--- src/rtl/pipe_hazard_ctrl.sv ---
// Central hazard/flow controller: pipeline stall and bubble control, PC redirect
// for jumps, traps and mret, flush-window sequencing and a stall-cycle counter.
module pipe_hazard_ctrl #(
  parameter int unsigned FLUSH_CYCLES = 1,
  parameter int unsigned CNT_WIDTH    = 32
) (
  input  logic                 clk,
  input  logic                 rst_n,
  input  logic                 ifetch_ready,
  input  logic                 mem_busy,
  input  logic                 load_use_id,
  input  logic                 jump_ex,
  input  logic [31:0]          jump_addr_ex,
  input  logic                 trap_req,
  input  logic [31:0]          trap_vector,
  input  logic                 mret_req,
  input  logic [31:0]          mepc,
  output logic                 stall_n,
  output logic                 hold_flag,
  output logic                 flush_id_ex,
  output logic                 pc_load,
  output logic [31:0]          pc_load_addr,
  output logic                 trap_ack,
  output logic [CNT_WIDTH-1:0] stall_cycles
);

  localparam int unsigned FCW = 2;

  typedef enum logic {
    RUN   = 1'b0,
    FLUSH = 1'b1
  } state_e;

  state_e               state_q, state_d;
  logic [FCW-1:0]       flush_cnt_q, flush_cnt_d;
  logic [CNT_WIDTH-1:0] stall_cycles_q, stall_cycles_d;
  logic                 redirect;

  // Next state and zero-latency control outputs
  always_comb begin
    state_d      = state_q;
    flush_cnt_d  = flush_cnt_q;
    redirect     = 1'b0;
    stall_n      = 1'b1;
    hold_flag    = 1'b0;
    flush_id_ex  = 1'b0;
    pc_load      = 1'b0;
    pc_load_addr = 32'h0;
    trap_ack     = 1'b0;

    case (state_q)
      RUN: begin
        if (mem_busy) begin
          stall_n = 1'b0;
        end else if (trap_req) begin
          redirect     = 1'b1;
          trap_ack     = 1'b1;
          pc_load_addr = trap_vector;
        end else if (mret_req) begin
          redirect     = 1'b1;
          trap_ack     = 1'b1;
          pc_load_addr = mepc;
        end else if (jump_ex) begin
          redirect     = 1'b1;
          pc_load_addr = jump_addr_ex;
        end else if (load_use_id) begin
          stall_n     = 1'b0;
          flush_id_ex = 1'b1;
        end else if (!ifetch_ready) begin
          stall_n = 1'b0;
        end

        if (redirect) begin
          pc_load     = 1'b1;
          hold_flag   = 1'b1;
          flush_id_ex = 1'b1;
          if (FLUSH_CYCLES > 1) begin
            state_d     = FLUSH;
            flush_cnt_d = FCW'(FLUSH_CYCLES - 1);
          end
        end
      end

      FLUSH: begin
        // EX holds bubbles; a busy data bus freezes the window
        hold_flag   = 1'b1;
        flush_id_ex = 1'b1;
        stall_n     = ifetch_ready & ~mem_busy;
        if (!mem_busy) begin
          flush_cnt_d = flush_cnt_q - FCW'(1);
          if (flush_cnt_q == FCW'(1)) begin
            state_d = RUN;
          end
        end
      end

      default: begin
        state_d     = RUN;
        flush_cnt_d = '0;
      end
    endcase

    if (!rst_n) begin
      stall_n      = 1'b0;
      hold_flag    = 1'b1;
      flush_id_ex  = 1'b1;
      pc_load      = 1'b0;
      pc_load_addr = 32'h0;
      trap_ack     = 1'b0;
    end

    stall_cycles_d = stall_cycles_q;
    if (!stall_n && (stall_cycles_q != {CNT_WIDTH{1'b1}})) begin
      stall_cycles_d = stall_cycles_q + CNT_WIDTH'(1);
    end
  end

  always_ff @(posedge clk or negedge rst_n) begin
    if (!rst_n) begin
      state_q        <= RUN;
      flush_cnt_q    <= '0;
      stall_cycles_q <= '0;
    end else begin
      state_q        <= state_d;
      flush_cnt_q    <= flush_cnt_d;
      stall_cycles_q <= stall_cycles_d;
    end
  end

  assign stall_cycles = stall_cycles_q;

  a_load_runs: assert property (@(posedge clk) disable iff (!rst_n) pc_load |-> stall_n);
  a_ack_load:  assert property (@(posedge clk) disable iff (!rst_n) trap_ack |-> pc_load);
  a_flush_hold: assert property (@(posedge clk) disable iff (!rst_n)
                                 (state_q == FLUSH) |-> hold_flag);

endmodule
--- config.mk ---
export PLATFORM = sky130hd
export DESIGN_NAME = pipe_hazard_ctrl
export DESIGN_NICKNAME = d
export VERILOG_FILES = /design/src/rtl/pipe_hazard_ctrl.sv
export SDC_FILE = /design/constraint.sdc
export NUM_CORES = 1
export LEC_CHECK = 0
export ABC_CLOCK_PERIOD_IN_PS = 5900
export CORE_MARGIN = 1.5
export CORE_UTILIZATION = 39
export DETAILED_ROUTE_END_ITERATION = 7
export GPL_TIMING_DRIVEN = 1
export HOLD_SLACK_MARGIN = 0.06
export PLACE_DENSITY_LB_ADDON = 0.05
export SLEW_MARGIN = 10
export SYNTH_ARGS = -nofsm -noshare
export SYNTH_HDL_FRONTEND = slang
export SYNTH_SLANG_ARGS = --single-unit
export TNS_END_PERCENT = 100
--- constraint.sdc ---
create_clock -name clk -period 5.9 [get_ports clk]
set_clock_uncertainty 0.15 [all_clocks]
set_input_delay 1.77 -clock clk [delete_from_list [all_inputs] [get_ports clk]]
set_output_delay 1.77 -clock clk [all_outputs]
set_load 0.01 [all_outputs]
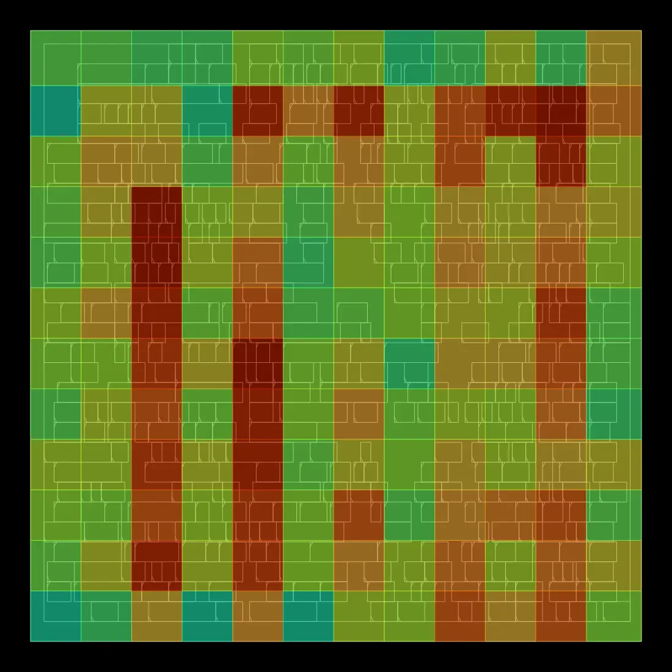
**Above:** run 1 (congestion heat map).
met1 Track Usage GR: 32.0%
met2 usage: 45.8%
Final Core Density: 70.0%
average routed wire per standard cell: 16.2 um

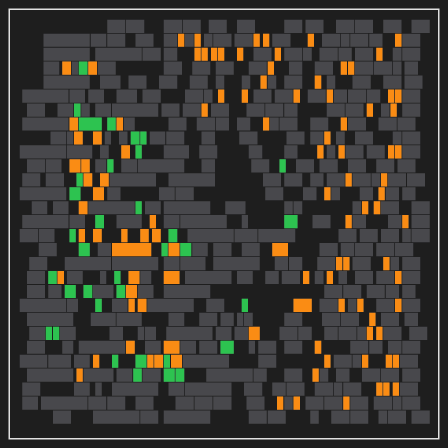
**Above:** run 1 (gate-type map).
nor cells: drawn in orange, cells 103, most used nor2_1, where all over the die. nand cells: drawn in green, cells 35, most used nand2_1.
most common cell after layout, fill and taps aside: sky130_fd_sc_hd__clkdlybuf4s50_1
combinational share of cell area: 34.7%
Non-Filler Instances: 567

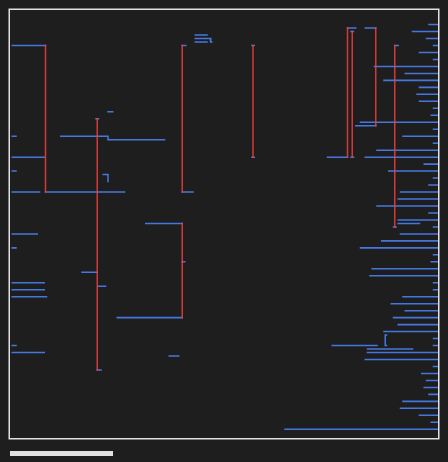
**Above:** run 1 (signal wires by layer).
Scale bar: 20 um. Only two layers are drawn.
M4: drawn in red, wire length 250 um. M3: drawn in blue, wire length 517 um.

==> impl_summary.log, run 1 <==
[report] extracting results
[metrics] Post-CTS Setup Bufs: 0
[metrics] DRT iter0 DRCs: around 100
[metrics] post-synthesis instance area: between 2000 and 3000 um^2
[metrics] CP dominant cell by count: sky130_fd_sc_hd__clkdlybuf4s50_1
[metrics] count of unique library cells instantiated by Yosys: 37
[metrics] cell with the most instances after synthesis: sky130_fd_sc_hd__nor2_1
[metrics] first-pass GRT wire length: around 15,000 um
[metrics] DR vias/cell: ~5.4
[metrics] vias after detailed routing: ~3,000
[metrics] tally of buffers added on design ports: ~170
[metrics] number of standard cells after synthesis: 324
[metrics] area delta synth->final: 75.1%
[metrics] Pins Over Slew Limit: 0
[metrics] share of cells above drive strength 1: about 5.7%
[metrics] number of hold-repair buffers added at the cts stage: 0
[metrics] overall overflow remaining after global route: 0
[metrics] routed length on met2: between 4000 and 5000 um
[metrics] Cell Pwr Density: between 150 and 200 nW/um^2
[metrics] worst setup path endpoint: stall_n
[metrics] routed wire length on met3: 517 um
[metrics] Final Cycle Share: 96.3%
[metrics] Leak Pwr: ~1.8 nW
[metrics] synthesized netlist net count: 430
[metrics] Crit path max-delay family: buffers and inverters
[metrics] initial core utilization: roughly 40%
[metrics] actual transition at the worst max-transition pin: slightly below 0.6 ns
[metrics] Maximum Capacitance Violations: 0
[metrics] synthesized-area fraction occupied by and/or/nand/nor cells: between 20% and 30%
[metrics] post-route setup slack: 0.220 ns
[metrics] Slew Limit Headroom: between 60% and 70%
[metrics] worst hold margin: between 0.3 and 0.4 ns
[metrics] number of cells in Yosys stat: approximately 320
[metrics] multiplexer share of the synthesized area: 1.93%
[metrics] buffers and inverters on the worst path: 3
[metrics] Diodes inserted: 0
[metrics] category of the worst setup path capture point: output port
[metrics] final total power: a little over 0.8 mW
[metrics] outcome: completed
[metrics] Dominant flop cell: sky130_fd_sc_hd__dfrtp_1
[metrics] worst min-delay path endpoint: flush_cnt_q[0]
[metrics] RSZ-0062 raised after global routing: no
[metrics] count of tool warnings: 26
[metrics] async set-or-reset flop fraction in the synthesized netlist: 100%
[metrics] Dominant cell area share: between 30% and 40%
[metrics] worst-path cell chain: clkdlybuf4s50_1, or3b_2, o22a_2, inv_1, clkdlybuf4s50_1
[metrics] area fraction in compound gates after synthesis: between 10% and 20%
[metrics] stage delay of the slowest cell on the critical path: around 0.55 ns
[metrics] post-route ant nets: 0
[metrics] sequential-to-total area share from yosys stat: 34.7%
[metrics] chip area estimate from yosys synthesis: 2520 um^2
[metrics] Top area cell types: sky130_fd_sc_hd__dfrtp_1 (35%), sky130_fd_sc_hd__nor2_1 (11%), sky130_fd_sc_hd__a22oi_1 (9.2%)
[metrics] maximum resistive drop on vdd: 0.227 mV
[run 1: layout make-up]
type                       instances  area (um^2)
clock inverter                     1         8.76
clock buffer                       7         86.3
multi-input combinational        259         1530
sequential                        35          876
inverter                           8         30.0
timing repair buffer             180         1790
fill                             562         1900
tap                               77         96.3
[run 1: state kept, by name, indices dropped and copies added, names as in the netlist]
register      count
flush_cnt_q       2
stall_cycles     32
state_q           1
[run 1: power by group]
group          switching (mW)  internal, mW  leakage, nW
clock network          0.0859        0.0956       0.0484
logic                   0.128         0.199         1.32
registers              0.0437         0.279        0.440
total                   0.257         0.574         1.81
**Run 1: placement by cell class**

Scale bar: 20 um.
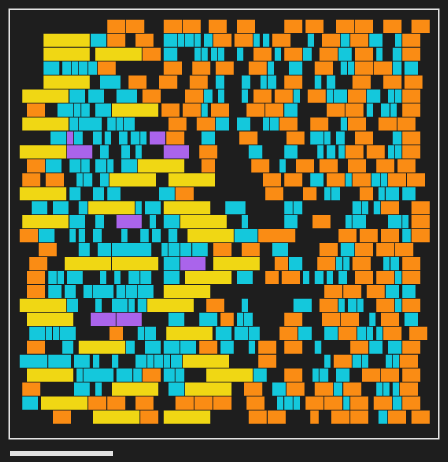

--- run 2 (diff from run 1) ---
--- a/config.mk
+++ b/config.mk
@@ -7,7 +7,7 @@
 export LEC_CHECK = 0
 export ABC_CLOCK_PERIOD_IN_PS = 5900
 export CORE_MARGIN = 1.5
-export CORE_UTILIZATION = 39
+export CORE_UTILIZATION = 35
 export DETAILED_ROUTE_END_ITERATION = 7
 export GPL_TIMING_DRIVEN = 1
 export HOLD_SLACK_MARGIN = 0.06
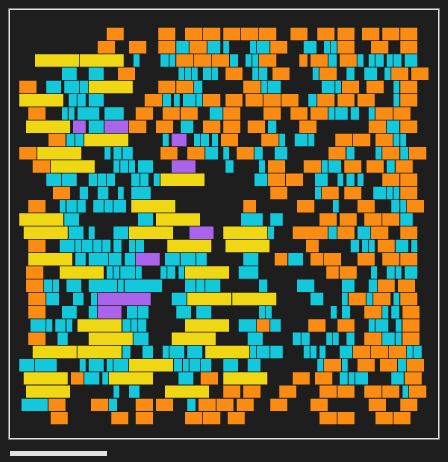
**Above:** run 2 (placement by cell class).
Scale bar: 20 um.
clock drivers and dummy loads: drawn in purple, cells 8. remaining buffers and delay cells: drawn in orange, cells 180. registers: drawn in yellow, cells 35. remaining logic cells: drawn in cyan, cells 267.
Seq area share: 19.6%
final design area excluding fillers: 4460 um^2
number of rows in the core area: 30
placeable core region: 6870 um^2
Final Core Density: 65.0%

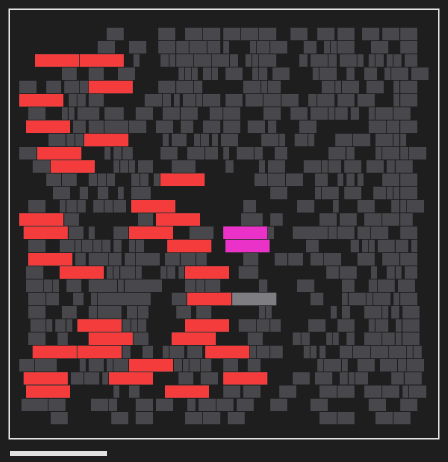
**Above:** run 2 (register map, names as in the netlist).
Scale bar: 20 um. Other sequential cells in the stronger grey, the rest of the logic in the fainter grey.
stall_cycles: drawn in red, flops 32. flush_cnt_q: drawn in magenta, flops 2.
Flop area: 876 um^2
power consumed by sequential cells: 0.323 mW

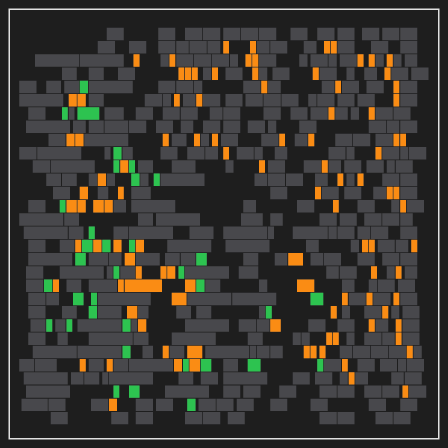
**Above:** run 2 (gate-type map).
nor cells: drawn in orange, cells 103, most used nor2_1, where all over the die. nand cells: drawn in green, cells 35, most used nand2_1.

==> run 2 against run 1 <==
Effect of this change:
- critical path type unchanged
- non-clock buffer count did not move
- sequential power barely moved
- largest power group unchanged
- synthesized cell count did not move
- global-route usage fell by 2.4 points
- combinational power barely moved
- first-iteration DRC count fell by 7.0%
- count of clock-buffer cells in the layout fell by 2
- worst setup slack got worse by 0.0053 ns
- critical path depth did not move
==> impl_summary.log, run 2 <==
[report] extracting results
[metrics] Leak Pwr: roughly 1.8 nW
[metrics] Top area cell types: sky130_fd_sc_hd__dfrtp_1 (35%), sky130_fd_sc_hd__nor2_1 (11%), sky130_fd_sc_hd__a22oi_1 (9.2%)
[metrics] overall overflow remaining after global route: 0
[metrics] area of the multi-input gates: approximately 1500 um^2
[metrics] post-route setup slack: ~0.22 ns
[metrics] Cell Pwr Density: between 150 and 200 nW/um^2
[metrics] worst setup path endpoint: stall_n
[metrics] final total power: about 0.87 mW
[metrics] post-synthesis instance area: 2520 um^2
[metrics] number of clock-tree buffers in the layout: 5
[metrics] category of the worst setup path capture point: output port
[metrics] actual transition at the worst max-transition pin: ~0.57 ns
[metrics] Signal inverters: 8
[metrics] number of hold-repair buffers added at the cts stage: 0
[metrics] buffers and inverters on the worst path: 3
[metrics] worst-path cell chain: clkdlybuf4s50_1, or3b_2, o22a_2, inv_1, clkdlybuf4s50_1
[metrics] part of the power in the clock network: between 20% and 30%
[metrics] part of the power in registers: approximately 37%
[metrics] number of multi-input logic gates: 259
[metrics] count of tool warnings: 26
[metrics] async set-or-reset flop fraction in the synthesized netlist: 100%
[metrics] cell internal power dissipation: between 0.6 and 0.7 mW
[metrics] leading power group: combinational logic
[metrics] maximum resistive drop on vdd: 0.244 mV
[metrics] outcome: completed
[metrics] fill cell count: approximately 600
[metrics] Power Clock: ~0.22 mW
[metrics] Dominant cell area share: a little over a third
[metrics] Dominant flop cell: sky130_fd_sc_hd__dfrtp_1
[metrics] Crit path max-delay family: buffers and inverters
[metrics] tapcell count: around 96
[metrics] buffer count excluding the clock tree in the final layout: around 180
[metrics] Slew Limit Headroom: between 60% and 70%
[metrics] max reg flops: 32
[metrics] initial core utilization: a little under two fifths
[metrics] number of cells in Yosys stat: approximately 320
[metrics] synthesized netlist net count: 430
[metrics] share of cells above drive strength 1: between 5 and 6%
[metrics] DR vias/cell: 5.14
[metrics] worst min-delay path endpoint: flush_cnt_q[0]
[run 2: logic make-up (layout without fill, tap and decap cells)]
family | Yosys count | count (layout) | share of synthesized area, %
buffers and inverters | 30 | 196 | 4.66
xor gates and xnor gates | 29 | 29 | 10.1
muxes | 4 | 4 | 1.93
AOI/OAI and AO/OA | 74 | 74 | 18.9
DFF | 35 | 35 | 34.7
and+or+nand+nor | 150 | 150 | 28.7
adders and majority gates | 2 | 2 | 0.992
[run 2: per-layer routing]
metal	global-route usage, %	up-vias	share of wire [%]	wire [um]
li1	-	1478	-	-
met1	28.5	1403	41	3920
met2	42.3	115	50	4740
met3	4.34	18	7.0	673
met4	8.80	0	2.3	223
met5	0	-	0	0
**Run 2: congestion heat map**

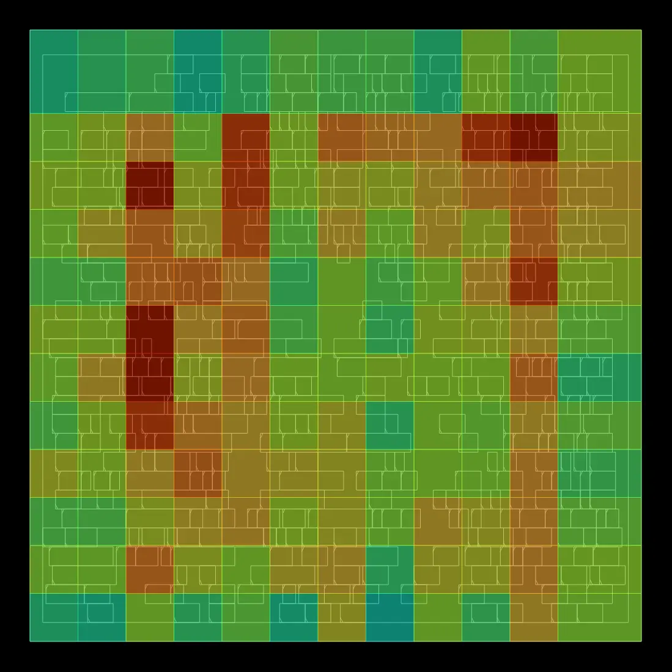

--- run 3 (diff from run 2) ---
--- a/config.mk
+++ b/config.mk
@@ -12,6 +12,7 @@
 export GPL_TIMING_DRIVEN = 1
 export HOLD_SLACK_MARGIN = 0.06
 export PLACE_DENSITY_LB_ADDON = 0.05
+export SETUP_SLACK_MARGIN = 0.2
 export SLEW_MARGIN = 10
 export SYNTH_ARGS = -nofsm -noshare
 export SYNTH_HDL_FRONTEND = slang
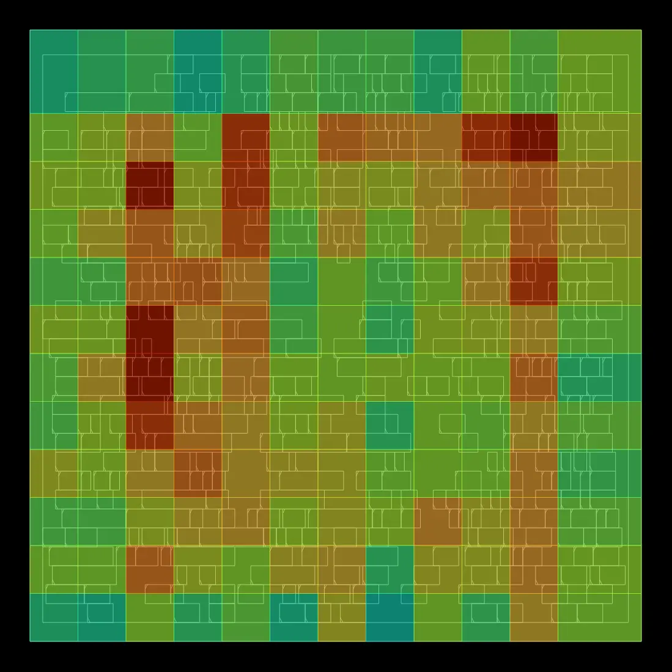
**Above:** run 3 (congestion heat map).
met1 Track Usage GR: 28.5%
met2 usage: 42.5%
Final Core Density: 65.1%
average routed wire per standard cell: 16.3 um

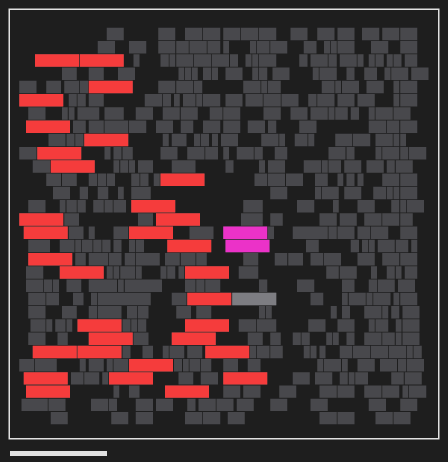
**Above:** run 3 (register map, names as in the netlist).
Scale bar: 20 um. Other sequential cells in the stronger grey, the rest of the logic in the fainter grey.
flush_cnt_q: drawn in magenta, flops 2. stall_cycles: drawn in red, flops 32.
Another 1 sequential cells are not coloured.
Seq area share: 19.6%

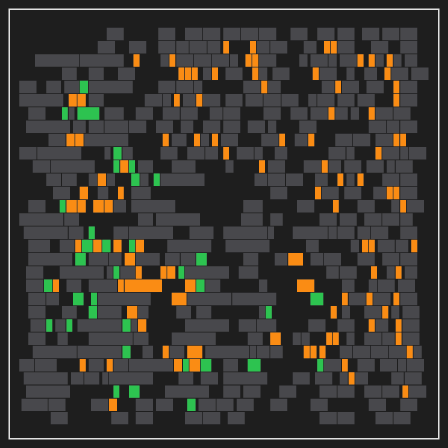
**Above:** run 3 (gate-type map).
nor cells: drawn in orange, cells 103, most used nor2_1, where all over the die. nand cells: drawn in green, cells 35, most used nand2_1.

==> run 3 against run 2 <==
Effect of this change:
- synthesized cell count is the same
- critical path depth is the same
- sequential power is essentially flat
- sequential cell count is the same
- wire length shrank 0.17%
- total power is essentially flat
- combinational power is essentially flat
==> impl_summary.log, run 3 <==
[report] extracting results
[metrics] outcome: completed
[metrics] worst setup path endpoint: pc_load_addr[22]
[metrics] tapcell count: roughly 96
[metrics] net switching power of the design: between 0.2 and 0.3 mW
[metrics] count of flip-flops and latches: 35
[metrics] count of unique library cells instantiated by Yosys: 37
[metrics] fill cell count: between 500 and 600
[metrics] Pins Over Slew Limit: 0
[metrics] Dominant flop cell: sky130_fd_sc_hd__dfrtp_1
[metrics] Area-dominant class: non-clock buffers
[metrics] post-route ant nets: 0
[metrics] CP dominant cell by count: sky130_fd_sc_hd__clkdlybuf4s50_1
[metrics] async set-or-reset flop fraction in the synthesized netlist: 100%
[metrics] routed wire length on met3: between 600 and 700 um
[metrics] DRT iter0 DRCs: 83
[metrics] Post-CTS Setup Bufs: 0
[metrics] number of clock-tree buffers in the layout: 5
[metrics] part of the power in the clock network: 25.2%
[metrics] area delta synth->final: 77.3%
[metrics] tally of buffers added on design ports: ~170
[metrics] routed length on met2: around 4800 um
[metrics] buffers and inverters on the worst path: 3
[metrics] area of the multi-input gates: approximately 1500 um^2
[metrics] Leak Pwr: 1.83 nW
[metrics] share of power burned in combinational logic: a little under two fifths
[metrics] number of cells in Yosys stat: about 320
[metrics] Signal inverters: 8
[metrics] number of standard cells after synthesis: around 320
[metrics] Slew Limit Headroom: between 60% and 70%
[metrics] placeable core region: ~7000 um^2
[metrics] initial core utilization: a little under two fifths
[metrics] met3 capacity usage during global routing: 4.34%
[metrics] Diodes inserted: 0
[metrics] Top area cell types: sky130_fd_sc_hd__dfrtp_1 (35%), sky130_fd_sc_hd__nor2_1 (11%), sky130_fd_sc_hd__a22oi_1 (9.2%)
[metrics] synthesized netlist net count: about 430
[metrics] DR vias/cell: about 5.2
[metrics] Maximum Capacitance Violations: 0
[metrics] chip area estimate from yosys synthesis: ~2500 um^2
[metrics] max reg flops: 32
-- run 3: cell counts after synthesis --
No cell type changed its count.
-- run 3: cell families (layout without fill, tap and decap cells) --
family	count (synthesis)	in the layout	share of synthesized area, %
fa+ha+maj	2	2	0.992
buf+inv	30	196	4.66
compound gates	74	74	18.9
xor+xnor	29	29	10.1
simple gates	150	150	28.7
mux	4	4	1.93
flops	35	35	34.7
-- run 3: power by group through the flow --
stage	Clock [mW]	Sequential, mW	Combinational [mW]
finish	0.220	0.323	0.330
detailed placement	0	0.327	0.330
global route	0.239	0.327	0.361
global placement	0	0.325	0.323
CTS	0.227	0.323	0.334
floorplan	0	0.334	0.129
Power is estimated from default activity; no workload was simulated.
